wires.png
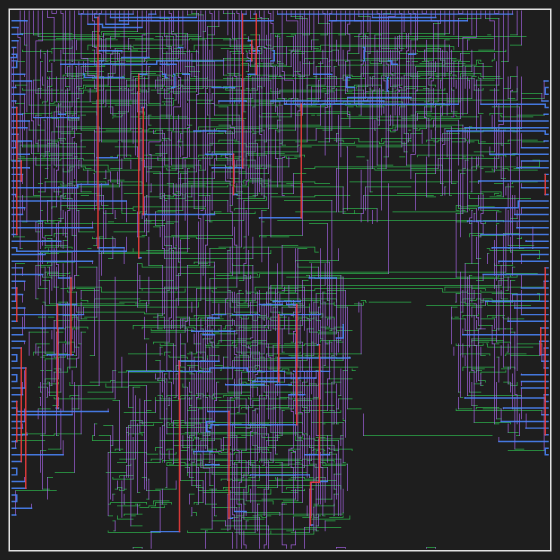
layer_met1.png
Supply wires on this layer in gray.
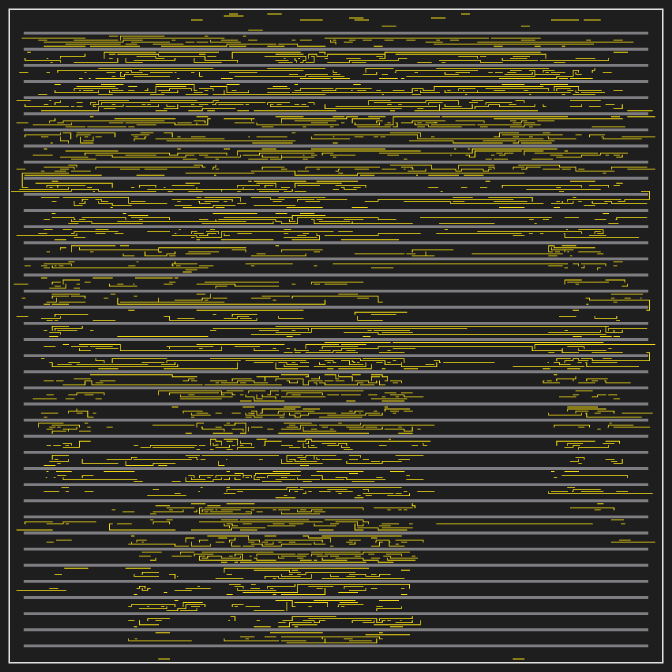
metal_density.png
The die is cut into 22 by 22 equal tiles; black is low, pale yellow is high, scaled to the fullest tile. Values are wire area over tile area, all layers added.
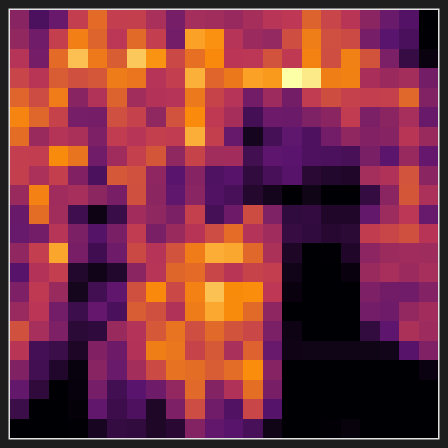
### src/rtl/ram_port_arbiter_pkg.sv
// -----------------------------------------------------------------------------
// tpu_ram_arb_pkg
//
// Shared definitions for the scratchpad RAM port arbiters.
//   - Arbiter state encoding (IDLE / LOCKED).
//   - Default requester count and burst-lock limit.
//   - clog2_min1: ceiling log2 clamped to at least 1, used to size index and
//     burst-counter registers so that a single-entry case still has a bit.
//
// The RAM geometry defines normally come from the RAM wrapper; fallbacks are
// provided so this slice elaborates on its own.
// -----------------------------------------------------------------------------
`ifndef AWIDTH
`define AWIDTH 10
`endif
`ifndef DWIDTH
`define DWIDTH 8
`endif
`ifndef MASK_WIDTH
`define MASK_WIDTH 4
`endif

package tpu_ram_arb_pkg;

  typedef enum logic {
    ARB_IDLE   = 1'b0,
    ARB_LOCKED = 1'b1
  } arb_state_e;

  localparam int NUM_REQ_DEF   = 3;
  localparam int MAX_BURST_DEF = 16;

  function automatic int clog2_min1(input int value);
    int w;
    w = 0;
    while ((1 << w) < value) begin
      w = w + 1;
    end
    return (w < 1) ? 1 : w;
  endfunction

endpackage

### src/rtl/ram_port_arbiter_rr_pick.sv
// -----------------------------------------------------------------------------
// rr_pick
//
// Combinational round-robin picker. Scans req_i starting at ptr_i and wrapping
// modulo N; the first asserted request wins. When excl_en_i is set the entry
// at excl_idx_i is skipped even if it is requesting.
//
// Ports:
//   req_i       in  N   request vector
//   ptr_i       in  IW  index with highest priority for this pick
//   excl_en_i   in  1   enable exclusion of excl_idx_i
//   excl_idx_i  in  IW  index to skip when excl_en_i=1
//   gnt_o       out N   one-hot winner (zero when nothing eligible)
//   idx_o       out IW  binary index of the winner (0 when none)
//   any_o       out 1   a winner exists
// -----------------------------------------------------------------------------
module rr_pick #(
  parameter int N  = 3,
  parameter int IW = 2
) (
  input  logic [N-1:0]  req_i,
  input  logic [IW-1:0] ptr_i,
  input  logic          excl_en_i,
  input  logic [IW-1:0] excl_idx_i,
  output logic [N-1:0]  gnt_o,
  output logic [IW-1:0] idx_o,
  output logic          any_o
);

  always_comb begin
    logic found;
    int   j;
    found = 1'b0;
    j     = 0;
    gnt_o = '0;
    idx_o = '0;
    for (int k = 0; k < N; k++) begin
      j = (int'(ptr_i) + k) % N;
      if (!found && req_i[j] && !(excl_en_i && (excl_idx_i == IW'(j)))) begin
        found    = 1'b1;
        gnt_o[j] = 1'b1;
        idx_o    = IW'(j);
      end
    end
    any_o = found;
  end

endmodule

### src/rtl/ram_port_arbiter.sv
// -----------------------------------------------------------------------------
// ram_port_arbiter
//
// Shares one addr/d/we/q port of the scratchpad RAM between NUM_REQ requesters
// (operand fetch, writeback, host/DMA load). Grants are combinational and
// round-robin; a requester may hold the port across consecutive beats with
// req_lock, bounded by MAX_BURST beats whenever someone else is waiting.
// Read data returns one cycle after the read beat with a one-hot valid that
// identifies the requester that issued it.
//
// Ports:
//   clk        in   1           clock
//   resetn     in   1           synchronous active-low reset
//   req        in   NUM_REQ     per-requester access request
//   req_lock   in   NUM_REQ     hold grant across consecutive beats
//   req_addr   in   NUM_REQ*AW  addresses, requester i at [i*AW +: AW]
//   req_wdata  in   NUM_REQ*DW  write data, requester i at [i*DW +: DW]
//   req_we     in   NUM_REQ*MW  byte write masks; all-zero means read
//   gnt        out  NUM_REQ     one-hot (or zero) grant
//   rsp_valid  out  NUM_REQ     one-hot read-response valid
//   rsp_data   out  DW          RAM read data, broadcast
//   ram_addr   out  AW          RAM port address
//   ram_d      out  DW          RAM port write data
//   ram_we     out  MW          RAM port byte write enables
//   ram_q      in   DW          RAM port read data (1-cycle latency)
// -----------------------------------------------------------------------------
module ram_port_arbiter
  import tpu_ram_arb_pkg::*;
#(
  parameter int NUM_REQ   = NUM_REQ_DEF,
  parameter int MAX_BURST = MAX_BURST_DEF,
  parameter int AW        = `AWIDTH,
  parameter int DW        = `MASK_WIDTH * `DWIDTH,
  parameter int MW        = `MASK_WIDTH
) (
  input  logic                  clk,
  input  logic                  resetn,
  input  logic [NUM_REQ-1:0]    req,
  input  logic [NUM_REQ-1:0]    req_lock,
  input  logic [NUM_REQ*AW-1:0] req_addr,
  input  logic [NUM_REQ*DW-1:0] req_wdata,
  input  logic [NUM_REQ*MW-1:0] req_we,
  output logic [NUM_REQ-1:0]    gnt,
  output logic [NUM_REQ-1:0]    rsp_valid,
  output logic [DW-1:0]         rsp_data,
  output logic [AW-1:0]         ram_addr,
  output logic [DW-1:0]         ram_d,
  output logic [MW-1:0]         ram_we,
  input  logic [DW-1:0]         ram_q
);

  localparam int IW = clog2_min1(NUM_REQ);
  localparam int CW = clog2_min1(MAX_BURST) + 1;

  localparam logic [CW-1:0] BURST_MAX = CW'(MAX_BURST);
  localparam logic [CW-1:0] BURST_ONE = CW'(1);

  function automatic logic [IW-1:0] wrap_inc(input logic [IW-1:0] idx);
    if (int'(idx) >= NUM_REQ - 1) begin
      return '0;
    end
    return idx + IW'(1);
  endfunction

  // Registered control state
  arb_state_e           state_q, state_d;
  logic [IW-1:0]        owner_q, owner_d;
  logic [IW-1:0]        prio_q, prio_d;
  logic [CW-1:0]        burst_cnt_q, burst_cnt_d;
  logic [NUM_REQ-1:0]   rd_pend_q, rd_pend_d;

  // Lock-holder status
  logic [NUM_REQ-1:0]   owner_oh;
  logic                 owner_req;
  logic                 owner_lock;
  logic                 others_pend;
  logic                 at_cap;
  logic                 force_rel;
  logic                 hold_lock;

  // Picker interface
  logic [IW-1:0]        pick_ptr;
  logic [NUM_REQ-1:0]   pick_gnt;
  logic [IW-1:0]        pick_idx;
  logic                 pick_any;

  // Resolved grant for this cycle (before reset gating)
  logic [NUM_REQ-1:0]   gnt_c;
  logic [IW-1:0]        gnt_idx;
  logic                 gnt_any;

  assign owner_oh    = NUM_REQ'(1) << owner_q;
  assign owner_req   = req[owner_q];
  assign owner_lock  = req_lock[owner_q];
  assign others_pend = |(req & ~owner_oh);
  assign at_cap      = (burst_cnt_q == BURST_MAX);

  // The owner still wants the port but has used its burst budget while
  // somebody else waits: hand the port to the next requester after the owner.
  assign force_rel = (state_q == ARB_LOCKED) && owner_req && owner_lock &&
                     at_cap && others_pend;
  assign hold_lock = (state_q == ARB_LOCKED) && owner_req && owner_lock &&
                     !force_rel;

  // A forced release scans from the slot after the owner and skips the owner;
  // otherwise plain round-robin from the priority pointer.
  assign pick_ptr = force_rel ? wrap_inc(owner_q) : prio_q;

  rr_pick #(
    .N  (NUM_REQ),
    .IW (IW)
  ) u_pick (
    .req_i      (req),
    .ptr_i      (pick_ptr),
    .excl_en_i  (force_rel),
    .excl_idx_i (owner_q),
    .gnt_o      (pick_gnt),
    .idx_o      (pick_idx),
    .any_o      (pick_any)
  );

  // Next-state / grant selection
  always_comb begin
    state_d     = state_q;
    owner_d     = owner_q;
    prio_d      = prio_q;
    burst_cnt_d = burst_cnt_q;
    gnt_c       = '0;
    gnt_idx     = '0;
    gnt_any     = 1'b0;

    if (hold_lock) begin
      gnt_c   = owner_oh;
      gnt_idx = owner_q;
      gnt_any = 1'b1;
      // With nobody else waiting the budget simply restarts.
      burst_cnt_d = at_cap ? BURST_ONE : (burst_cnt_q + BURST_ONE);
    end else begin
      // Unlocked arbitration; also covers the cycle a lock ends, so the
      // release costs no bubble.
      state_d     = ARB_IDLE;
      burst_cnt_d = '0;
      gnt_c       = pick_gnt;
      gnt_idx     = pick_idx;
      gnt_any     = pick_any;
      if (pick_any) begin
        if (req_lock[pick_idx]) begin
          state_d     = ARB_LOCKED;
          owner_d     = pick_idx;
          burst_cnt_d = BURST_ONE;
        end else begin
          prio_d = wrap_inc(pick_idx);
        end
      end
    end
  end

  // A read beat is a granted beat whose byte mask is all zero.
  always_comb begin
    rd_pend_d = '0;
    for (int i = 0; i < NUM_REQ; i++) begin
      rd_pend_d[i] = gnt_c[i] & req[i] & (req_we[i*MW +: MW] == '0);
    end
  end

  always_ff @(posedge clk) begin
    if (!resetn) begin
      state_q     <= ARB_IDLE;
      owner_q     <= '0;
      prio_q      <= '0;
      burst_cnt_q <= '0;
      rd_pend_q   <= '0;
    end else begin
      state_q     <= state_d;
      owner_q     <= owner_d;
      prio_q      <= prio_d;
      burst_cnt_q <= burst_cnt_d;
      rd_pend_q   <= rd_pend_d;
    end
  end

  // Outputs are forced quiet while reset is held, including a response that
  // was in flight when reset arrived.
  assign gnt       = resetn ? gnt_c : '0;
  assign rsp_valid = resetn ? rd_pend_q : '0;
  assign rsp_data  = ram_q;

  always_comb begin
    ram_addr = '0;
    ram_d    = '0;
    ram_we   = '0;
    if (resetn && gnt_any) begin
      ram_addr = req_addr[int'(gnt_idx)*AW +: AW];
      ram_d    = req_wdata[int'(gnt_idx)*DW +: DW];
      ram_we   = req_we[int'(gnt_idx)*MW +: MW];
    end
  end

endmodule

### config.mk
export PLATFORM = sky130hd
export DESIGN_NAME = ram_port_arbiter
export DESIGN_NICKNAME = d
export VERILOG_FILES = /design/src/rtl/ram_port_arbiter_pkg.sv /design/src/rtl/ram_port_arbiter_rr_pick.sv /design/src/rtl/ram_port_arbiter.sv
export SDC_FILE = /design/constraint.sdc
export NUM_CORES = 1
export LEC_CHECK = 0
export ABC_AREA = 1
export CORE_MARGIN = 2
export CORE_UTILIZATION = 34
export CTS_BUF_LIST = sky130_fd_sc_hd__clkbuf_2 sky130_fd_sc_hd__clkbuf_4 sky130_fd_sc_hd__clkbuf_8
export CTS_CLUSTER_DIAMETER = 120
export DETAILED_ROUTE_END_ITERATION = 10
export PLACE_DENSITY = 0.81
export SYNTH_ARGS = -nofsm -noshare
export SYNTH_HDL_FRONTEND = slang
export SYNTH_SLANG_ARGS = --single-unit
### constraint.sdc
create_clock -name clk -period 4.55 [get_ports clk]
set_input_delay 0.91 -clock clk [delete_from_list [all_inputs] [get_ports clk]]
set_output_delay 0.91 -clock clk [all_outputs]
set_load 0.01 [all_outputs]
==> metrics.sh <==
P_COMB_SHARE_PCT=94.9
TRITONCTS_CLOCK_TREE='built'
REGTOREGENDPOINT='owner_q[0]'
LOG.WARNING_COUNT=32
NUM_ANTENNA_CELLS=0
CELL_ACCOUNTING_FOR_THE_MOST_SYNTHESIZED_AREA='sky130_fd_sc_hd__nand3_2'
ROOT_BUFFER='sky130_fd_sc_hd__clkbuf_8'
SWSHARE_PCT=49.8
POSTSYNTHCELLCOUNT=580
ANTENNA_FOUND_INITIAL=0
DRC_ERRORS=0
REG2REG_DEPTH=26
MOST_INSTANTIATED_FLIP_FLOP_CELL_IN_THE_SYNTHESIS_NETLIST='sky130_fd_sc_hd__dfxtp_1'
GR-MAX-USAGE-LAYER='met2'
DIE_H_UM=110
AREA_FIGURE_IN_THE_YOSYS_STAT_OUTPUT_SQ_UM=3820
AVGSYNTHCELLAREA_SQ_UM=6.58
MUXSHAREOFSYNTHAREA_PCT=0
DRT.ANTENNA.VIOLATING_NETS=0
LAYOUT-DRIVE-GT1-SHARE_PCT=48.8
WORST_SETUP_HOLD_PATH_CLK_SLEW_PS=60
POST_DRT_VIA_CELL_RATIO=4.94
TIMING.SETUP.TNS_PS=-6570
ENDPOINT='ram_d[31]'
WORSTSETUPPATHTYPE='in -> out'
NWELLTAPS=140
CHIP_AREA_SQ_UM=12100
VIOLATIONS_IN_THE_FINAL_REPORTS='setup timing'
WORST_SETUP_MARGIN_PS=-202
CTS_NUM_SINKS=13
HOLD-PATH-CELL-COUNT=2
GROUTE.LAYER.MET2.USAGE_PCT=42.6
TOTAL_NUMBER_OF_CELLS_ALONG_THE_WORST_SETUP_PATH=23
GLOBALPLACE.CONGESTION=0.929
TIMING.FMAX_MHz=210
DPL.CELL_COUNT=926
TOTAL_POWER_mW=5.37
CHIPWIDTH_UM=110
WORST-ENDPOINT-REQUIRED_PS=3640
CTSRESIZECOUNT=296
HOLD_PATH_CLASS='reg -> reg'
WORST_HOLD_SLACK_PS=513
GRT_MAX_DEGREE=30
SYNTHMOSTINSTANTIATEDCELL='sky130_fd_sc_hd__nand2_1'
CP_CELL_SEQUENCE='buf_8 > nand2_1 > nand3_2 > nand2_4 > nor2_4 > clkinv_4 > o21ai_4 > inv_2 > ha_4 > xor2_2 > nor3_4 > nand2_4 > nand2_8 > nand4_4 > nor2_4 > nor2_4 > nand2_4 > nand2_8 > buf_12 > nand2_1 > nand3_2 > a21oi_1 > buf_2'
HOLDCRITSTARTPOINT='burst_cnt_q[4]'
SYNTHARSTFLOPSHARE_PCT=0
CRITICAL_PATH.SLOWEST_CELL='sky130_fd_sc_hd__o21ai_4'
CLKPWRFRAC_PCT=2.1
CRITICAL_PATH.N_BUFFERS_INVERTERS=5
PLACEDINSTANCEAREA_SQ_UM=6100
LARGEST_REGISTERS='burst_cnt_q: 5 flops, rd_pend_q: 3 flops'
HIGHEST-SIGNAL-LAYER='met4'
PWR.GROUP.COMBINATIONAL_mW=5.09
MOSTFREQUENTLAYOUTCELL='sky130_fd_sc_hd__clkdlybuf4s50_1'
BUFFERS=312
MOST-COMMON-LAYOUT-CELLS='142 x sky130_fd_sc_hd__clkdlybuf4s50_1, 110 x sky130_fd_sc_hd__inv_1, 93 x sky130_fd_sc_hd__nand2_1, 82 x sky130_fd_sc_hd__nand3_2, 70 x sky130_fd_sc_hd__buf_4'
YS_SH_ADDER_PCT=1.97
CTS_MADE_BUFFERS=3
SYNTH-COMPOUND-AREA-SHARE_PCT=13.3
FP_NETS=764
WORST_VDD_IR_mV=0.450
GRT_UTIL_MET3_PCT=4.59
SEQPWRFRAC_PCT=3.0
AREA_DOMINANT_CLASS='buffers'
WORST_R2R_STARTPOINT='owner_q[0]'
CLOCK_INSERTION_DELAY_WORST_SKEW_PS=260
SETUP.WORST_PATH.START_CLASS='input pin'
DR_TOTAL_VIAS=4802
SETUP-VIOLATIONS-FINAL=46
AREA.SEQUENTIAL_SQ_UM=263
LAYOUT-AREA-OVERHEAD-VS-SYNTH_PCT=87.5
YS_SEQ_SHARE_PCT=6.82
FINAL_HOLD_VIOL_COUNT=0
DRT-TOTAL-WL_MM=16.9
CLOCKBUFFERCOUNT=3
OUTCOME='finished with violations'
POWER_CLOCK_mW=0.113
TIMING.FINAL.CRIT_SHARE_PCT=104
CRITPATHMAXFANOUT=13
PLACEABLECOREAREA_SQ_UM=10900
PRE_CTS_SLACK_PS=-1130
FILLER_CELL_COUNT=828
WORST-ENDPOINT-ARRIVAL_PS=3840
POSTLAYOUTCELLAREA_SQ_UM=7160
PIN_COUNT=262
Back to the opening pictures, wires.png:
| color | layer | wire length |
|---|---|---|
| green | metal 1 | 6560 um |
| purple | metal 2 | 8540 um |
| blue | metal 3 | 1310 um |
| red | metal 4 | 491 um |

Back to the opening pictures, layer_met1.png:
nets with wire on the layer: 867
share of all routed wire: 39%
main direction: horizontal
longest straight run: 56.1 um

Back to the opening pictures, metal_density.png:
emptiest ninth of the die: bottom right
mean over tiles: 0.23
fullest tile: 0.63

